File: config.mk
export PLATFORM = sky130hd
export DESIGN_NAME = axil_regbus_bridge
export DESIGN_NICKNAME = d
export VERILOG_FILES = /design/src/rtl/axil_regbus_bridge.sv
export SDC_FILE = /design/constraint.sdc
export NUM_CORES = 1
export LEC_CHECK = 0
export ABC_AREA = 1
export CAP_MARGIN = 20
export CORE_MARGIN = 3
export CORE_UTILIZATION = 25
export CTS_CLUSTER_SIZE = 40
export DETAILED_ROUTE_END_ITERATION = 6
export PLACE_DENSITY = 0.53
export SETUP_SLACK_MARGIN = 0.15
export SLEW_MARGIN = 20
export SYNTH_ARGS = -nofsm -noshare
export SYNTH_HDL_FRONTEND = slang
export SYNTH_SLANG_ARGS = --single-unit
File: constraint.sdc
create_clock -name Clk -period 1.8 [get_ports Clk]
set_clock_uncertainty 0.05 [all_clocks]
set_input_delay 0.18 -clock Clk [delete_from_list [all_inputs] [get_ports Clk]]
set_output_delay 0.18 -clock Clk [all_outputs]
set_load 0.02 [all_outputs]
File: src/rtl/axil_regbus_bridge.sv
// AXI4-Lite slave to register-bus master bridge: one-entry AW/W/AR buffers,
// one regbus access at a time, with timeout and read/write arbitration.
module axil_regbus_bridge #(
    parameter int                ADDR_W         = 32,
    parameter int                DATA_W         = 32,
    parameter int                TIMEOUT_CYCLES = 16,
    parameter logic [DATA_W-1:0] TIMEOUT_RDATA  = 32'hDEADDEAD,
    parameter bit                ARB_RR         = 1'b1
) (
    input  logic                Clk,
    input  logic                Rst_n,
    input  logic [ADDR_W-1:0]   s_awaddr,
    input  logic                s_awvalid,
    output logic                s_awready,
    input  logic [DATA_W-1:0]   s_wdata,
    input  logic [DATA_W/8-1:0] s_wstrb,
    input  logic                s_wvalid,
    output logic                s_wready,
    output logic [1:0]          s_bresp,
    output logic                s_bvalid,
    input  logic                s_bready,
    input  logic [ADDR_W-1:0]   s_araddr,
    input  logic                s_arvalid,
    output logic                s_arready,
    output logic [DATA_W-1:0]   s_rdata,
    output logic [1:0]          s_rresp,
    output logic                s_rvalid,
    input  logic                s_rready,
    output logic                addr_valid,
    output logic                reg_write,
    output logic [ADDR_W-1:0]   reg_addr,
    output logic [DATA_W-1:0]   reg_wdata,
    output logic [DATA_W/8-1:0] reg_wstrb,
    input  logic [DATA_W-1:0]   reg_rdata,
    input  logic                reg_ready,
    output logic [15:0]         timeout_cnt
);
    localparam int          STRB_W  = DATA_W / 8;
    localparam logic [15:0] TO_LAST = 16'(TIMEOUT_CYCLES - 1);
    localparam logic [1:0]  OKAY    = 2'b00;
    localparam logic [1:0]  SLVERR  = 2'b10;

    typedef enum logic [1:0] {IDLE, ACCESS, RESP} state_t;

    state_t              state_reg;
    logic                aw_full_reg, w_full_reg, ar_full_reg;
    logic                aw_full_next, w_full_next, ar_full_next;
    logic [ADDR_W-1:0]   aw_addr_reg, ar_addr_reg;
    logic [DATA_W-1:0]   w_data_reg;
    logic [STRB_W-1:0]   w_strb_reg;
    logic                last_grant_rd_reg;
    logic                cur_write_reg;
    logic [15:0]         cnt_reg;

    logic aw_hs, w_hs, ar_hs;
    logic resp_done, free_wr, free_rd;
    logic wr_elig, rd_elig, grant_any, grant_wr;

    assign aw_hs = s_awvalid && s_awready;
    assign w_hs  = s_wvalid && s_wready;
    assign ar_hs = s_arvalid && s_arready;

    assign resp_done = (state_reg == RESP) &&
                       ((cur_write_reg && s_bvalid && s_bready) ||
                        (!cur_write_reg && s_rvalid && s_rready));
    assign free_wr = resp_done && cur_write_reg;
    assign free_rd = resp_done && !cur_write_reg;

    // A buffer stays full through ACCESS and RESP so its ready holds off the master.
    assign aw_full_next = aw_hs || (aw_full_reg && !free_wr);
    assign w_full_next  = w_hs  || (w_full_reg  && !free_wr);
    assign ar_full_next = ar_hs || (ar_full_reg && !free_rd);

    assign wr_elig   = aw_full_reg && w_full_reg;
    assign rd_elig   = ar_full_reg;
    assign grant_any = wr_elig || rd_elig;
    assign grant_wr  = wr_elig && (!rd_elig || !ARB_RR || last_grant_rd_reg);

    always_ff @(posedge Clk or negedge Rst_n) begin
        if (!Rst_n) begin
            aw_full_reg <= 1'b0;
            w_full_reg  <= 1'b0;
            ar_full_reg <= 1'b0;
            s_awready   <= 1'b0;
            s_wready    <= 1'b0;
            s_arready   <= 1'b0;
            aw_addr_reg <= '0;
            ar_addr_reg <= '0;
            w_data_reg  <= '0;
            w_strb_reg  <= '0;
        end else begin
            aw_full_reg <= aw_full_next;
            w_full_reg  <= w_full_next;
            ar_full_reg <= ar_full_next;
            s_awready   <= !aw_full_next;
            s_wready    <= !w_full_next;
            s_arready   <= !ar_full_next;
            if (aw_hs) aw_addr_reg <= s_awaddr;
            if (ar_hs) ar_addr_reg <= s_araddr;
            if (w_hs) begin
                w_data_reg <= s_wdata;
                w_strb_reg <= s_wstrb;
            end
        end
    end

    always_ff @(posedge Clk or negedge Rst_n) begin
        if (!Rst_n) begin
            state_reg         <= IDLE;
            last_grant_rd_reg <= 1'b1;
            cur_write_reg     <= 1'b0;
            cnt_reg           <= '0;
            addr_valid        <= 1'b0;
            reg_write         <= 1'b0;
            reg_addr          <= '0;
            reg_wdata         <= '0;
            reg_wstrb         <= '0;
            s_bvalid          <= 1'b0;
            s_bresp           <= '0;
            s_rvalid          <= 1'b0;
            s_rresp           <= '0;
            s_rdata           <= '0;
            timeout_cnt       <= '0;
        end else begin
            case (state_reg)
                IDLE: begin
                    if (grant_any) begin
                        state_reg     <= ACCESS;
                        addr_valid    <= 1'b1;
                        cur_write_reg <= grant_wr;
                        reg_write     <= grant_wr;
                        reg_addr      <= grant_wr ? aw_addr_reg : ar_addr_reg;
                        reg_wdata     <= w_data_reg;
                        reg_wstrb     <= grant_wr ? w_strb_reg : '0;
                        cnt_reg       <= '0;
                    end
                end
                ACCESS: begin
                    // A completion arriving on the last allowed cycle still counts as OKAY.
                    if (reg_ready) begin
                        addr_valid <= 1'b0;
                        state_reg  <= RESP;
                        if (cur_write_reg) begin
                            s_bvalid <= 1'b1;
                            s_bresp  <= OKAY;
                        end else begin
                            s_rvalid <= 1'b1;
                            s_rresp  <= OKAY;
                            s_rdata  <= reg_rdata;
                        end
                    end else if (cnt_reg == TO_LAST) begin
                        addr_valid <= 1'b0;
                        state_reg  <= RESP;
                        if (timeout_cnt != 16'hFFFF) timeout_cnt <= timeout_cnt + 16'd1;
                        if (cur_write_reg) begin
                            s_bvalid <= 1'b1;
                            s_bresp  <= SLVERR;
                        end else begin
                            s_rvalid <= 1'b1;
                            s_rresp  <= SLVERR;
                            s_rdata  <= TIMEOUT_RDATA;
                        end
                    end else begin
                        cnt_reg <= cnt_reg + 16'd1;
                    end
                end
                RESP: begin
                    if (resp_done) begin
                        s_bvalid          <= 1'b0;
                        s_rvalid          <= 1'b0;
                        last_grant_rd_reg <= !cur_write_reg;
                        state_reg         <= IDLE;
                    end
                end
                default: state_reg <= IDLE;
            endcase
        end
    end
endmodule
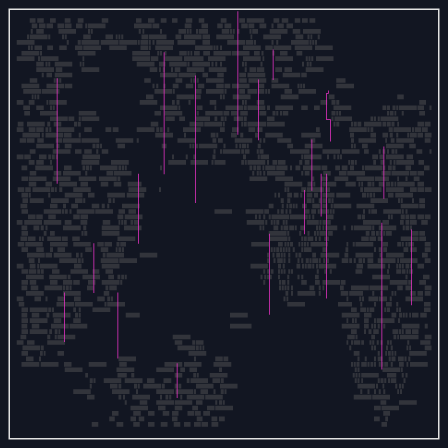
run_1/layer_met4.png
Cells faint in the background.
nets with wire on the layer: 7
main direction: vertical
longest straight run: 72.8 µm
wire length on this layer: 749 µm

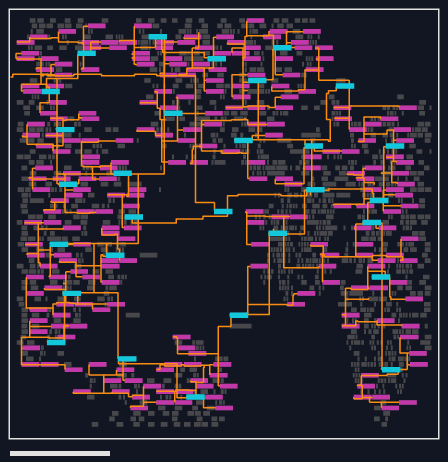
run_1/clk_routes.png
Scale bar: 50 µm.
legend:
  orange:
    item: clock wires
    length: 3,790 µm
  magenta:
    item: flip-flops
    count: 247
  cyan:
    item: clock drivers
    count: 29
routed clock nets: 30
flops lie: widely spread

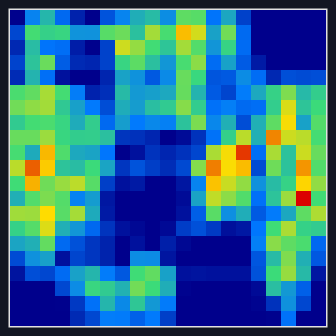
run_1/metal_density.png
21 x 21 tiles, from dark blue (low) to red (high), scaled to the fullest tile. Values are wire area over tile area, all layers added.
nearly empty tiles: 19%
mean over tiles: 0.11
emptiest ninth of the die: bottom middle
fullest tile: 0.38

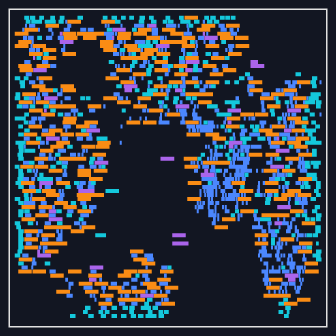
run_1/placement_by_type.png
legend:
  orange:
    class: sequential cells
    cells: 247
  blue:
    class: combinational and other logic
    cells: 815
  cyan:
    class: remaining buffers and delay cells
    cells: 321
  purple:
    class: clock drivers and dummy loads
    cells: 52

==> flow_summary.json, run 1 <==
{
  "status": "complete, no violations",
  "synth_cell_types": 34,
  "slew_viol_final": 0,
  "final-setup-viol-count": 0,
  "placed_area_um2": 14300,
  "endpoint": "reg_addr[1]$_DFFE_PN0P_",
  "route.detailed.drc": 0,
  "fin_cells": 1975,
  "fin_util": 0.365,
  "sh_seq_area": 0.401,
  "dp_hpwl_um": 20800,
  "gr-total-overflow": 0,
  "tool_warnings": 30,
  "powerClk_mw": 5.88,
  "ios": 267,
  "netlist_area_um2": 10700,
  "synth-async-reset-ratio": 1.00,
  "power_frac_clock": 0.224,
  "hold_path.class": "input port to asynchronous set/reset pin",
  "synth.largest_area_cell": "dfrtp_1",
  "period_minus_slack_ns": 1.60,
  "simple_gate_area_frac": 0.226,
  "drive_gt1_frac": 0.190,
  "clock_latency_ns": 0.56,
  "ctsHoldBuffers": 1,
  "logic_family": "simple AND/OR/NAND/NOR gates"
}
==> run 1 -> run 2 <==
--- a/config.mk
+++ b/config.mk
@@ -6,6 +6,7 @@
 export NUM_CORES = 1
 export LEC_CHECK = 0
 export ABC_AREA = 1
+export ABC_CLOCK_PERIOD_IN_PS = 1800
 export CAP_MARGIN = 20
 export CORE_MARGIN = 3
 export CORE_UTILIZATION = 25
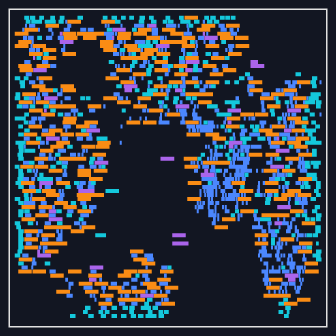
run_2/placement_by_type.png
legend:
  orange:
    class: sequential cells
    cells: 247
  purple:
    class: clock drivers and dummy loads
    cells: 52
  blue:
    class: combinational and other logic
    cells: 815
  cyan:
    class: remaining buffers and delay cells
    cells: 321

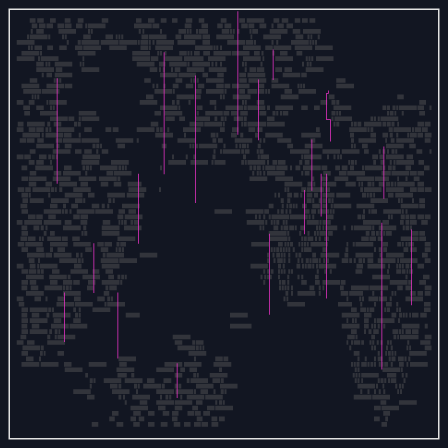
run_2/layer_met4.png
Cells faint in the background.
nets with wire on the layer: 7
wire length on this layer: 749 µm
main direction: vertical
longest straight run: 72.8 µm

==> run 2 against run 1 <==
- clock power barely moved
- synthesized cell count did not move
- sequential power about the same
- maximum frequency unchanged
- largest cell class unchanged
==> flow_summary.json, run 2 <==
{
  "route.detailed.drc": 0,
  "powerClk_mw": 5.88,
  "dp_hpwl_um": 20800,
  "ctsHoldBuffers": 1,
  "gr-total-overflow": 0,
  "tool_warnings": 30,
  "synth.largest_area_cell": "dfrtp_1",
  "simple_gate_area_frac": 0.226,
  "yosysWarningCount": 0,
  "logic_family": "simple AND/OR/NAND/NOR gates",
  "netlist_area_um2": 10700,
  "fin_util": 0.365,
  "clock_latency_ns": 0.56,
  "endpoint": "reg_addr[1]$_DFFE_PN0P_",
  "hold_path.class": "input port to asynchronous set/reset pin",
  "status": "complete, no violations",
  "drive_gt1_frac": 0.190,
  "ios": 267,
  "synth-async-reset-ratio": 1.00,
  "synth_cell_types": 34,
  "sh_seq_area": 0.401,
  "period_minus_slack_ns": 1.60,
  "io_buffers": 264,
  "placed_area_um2": 14300
}
Power and IR drop assume default switching activity.
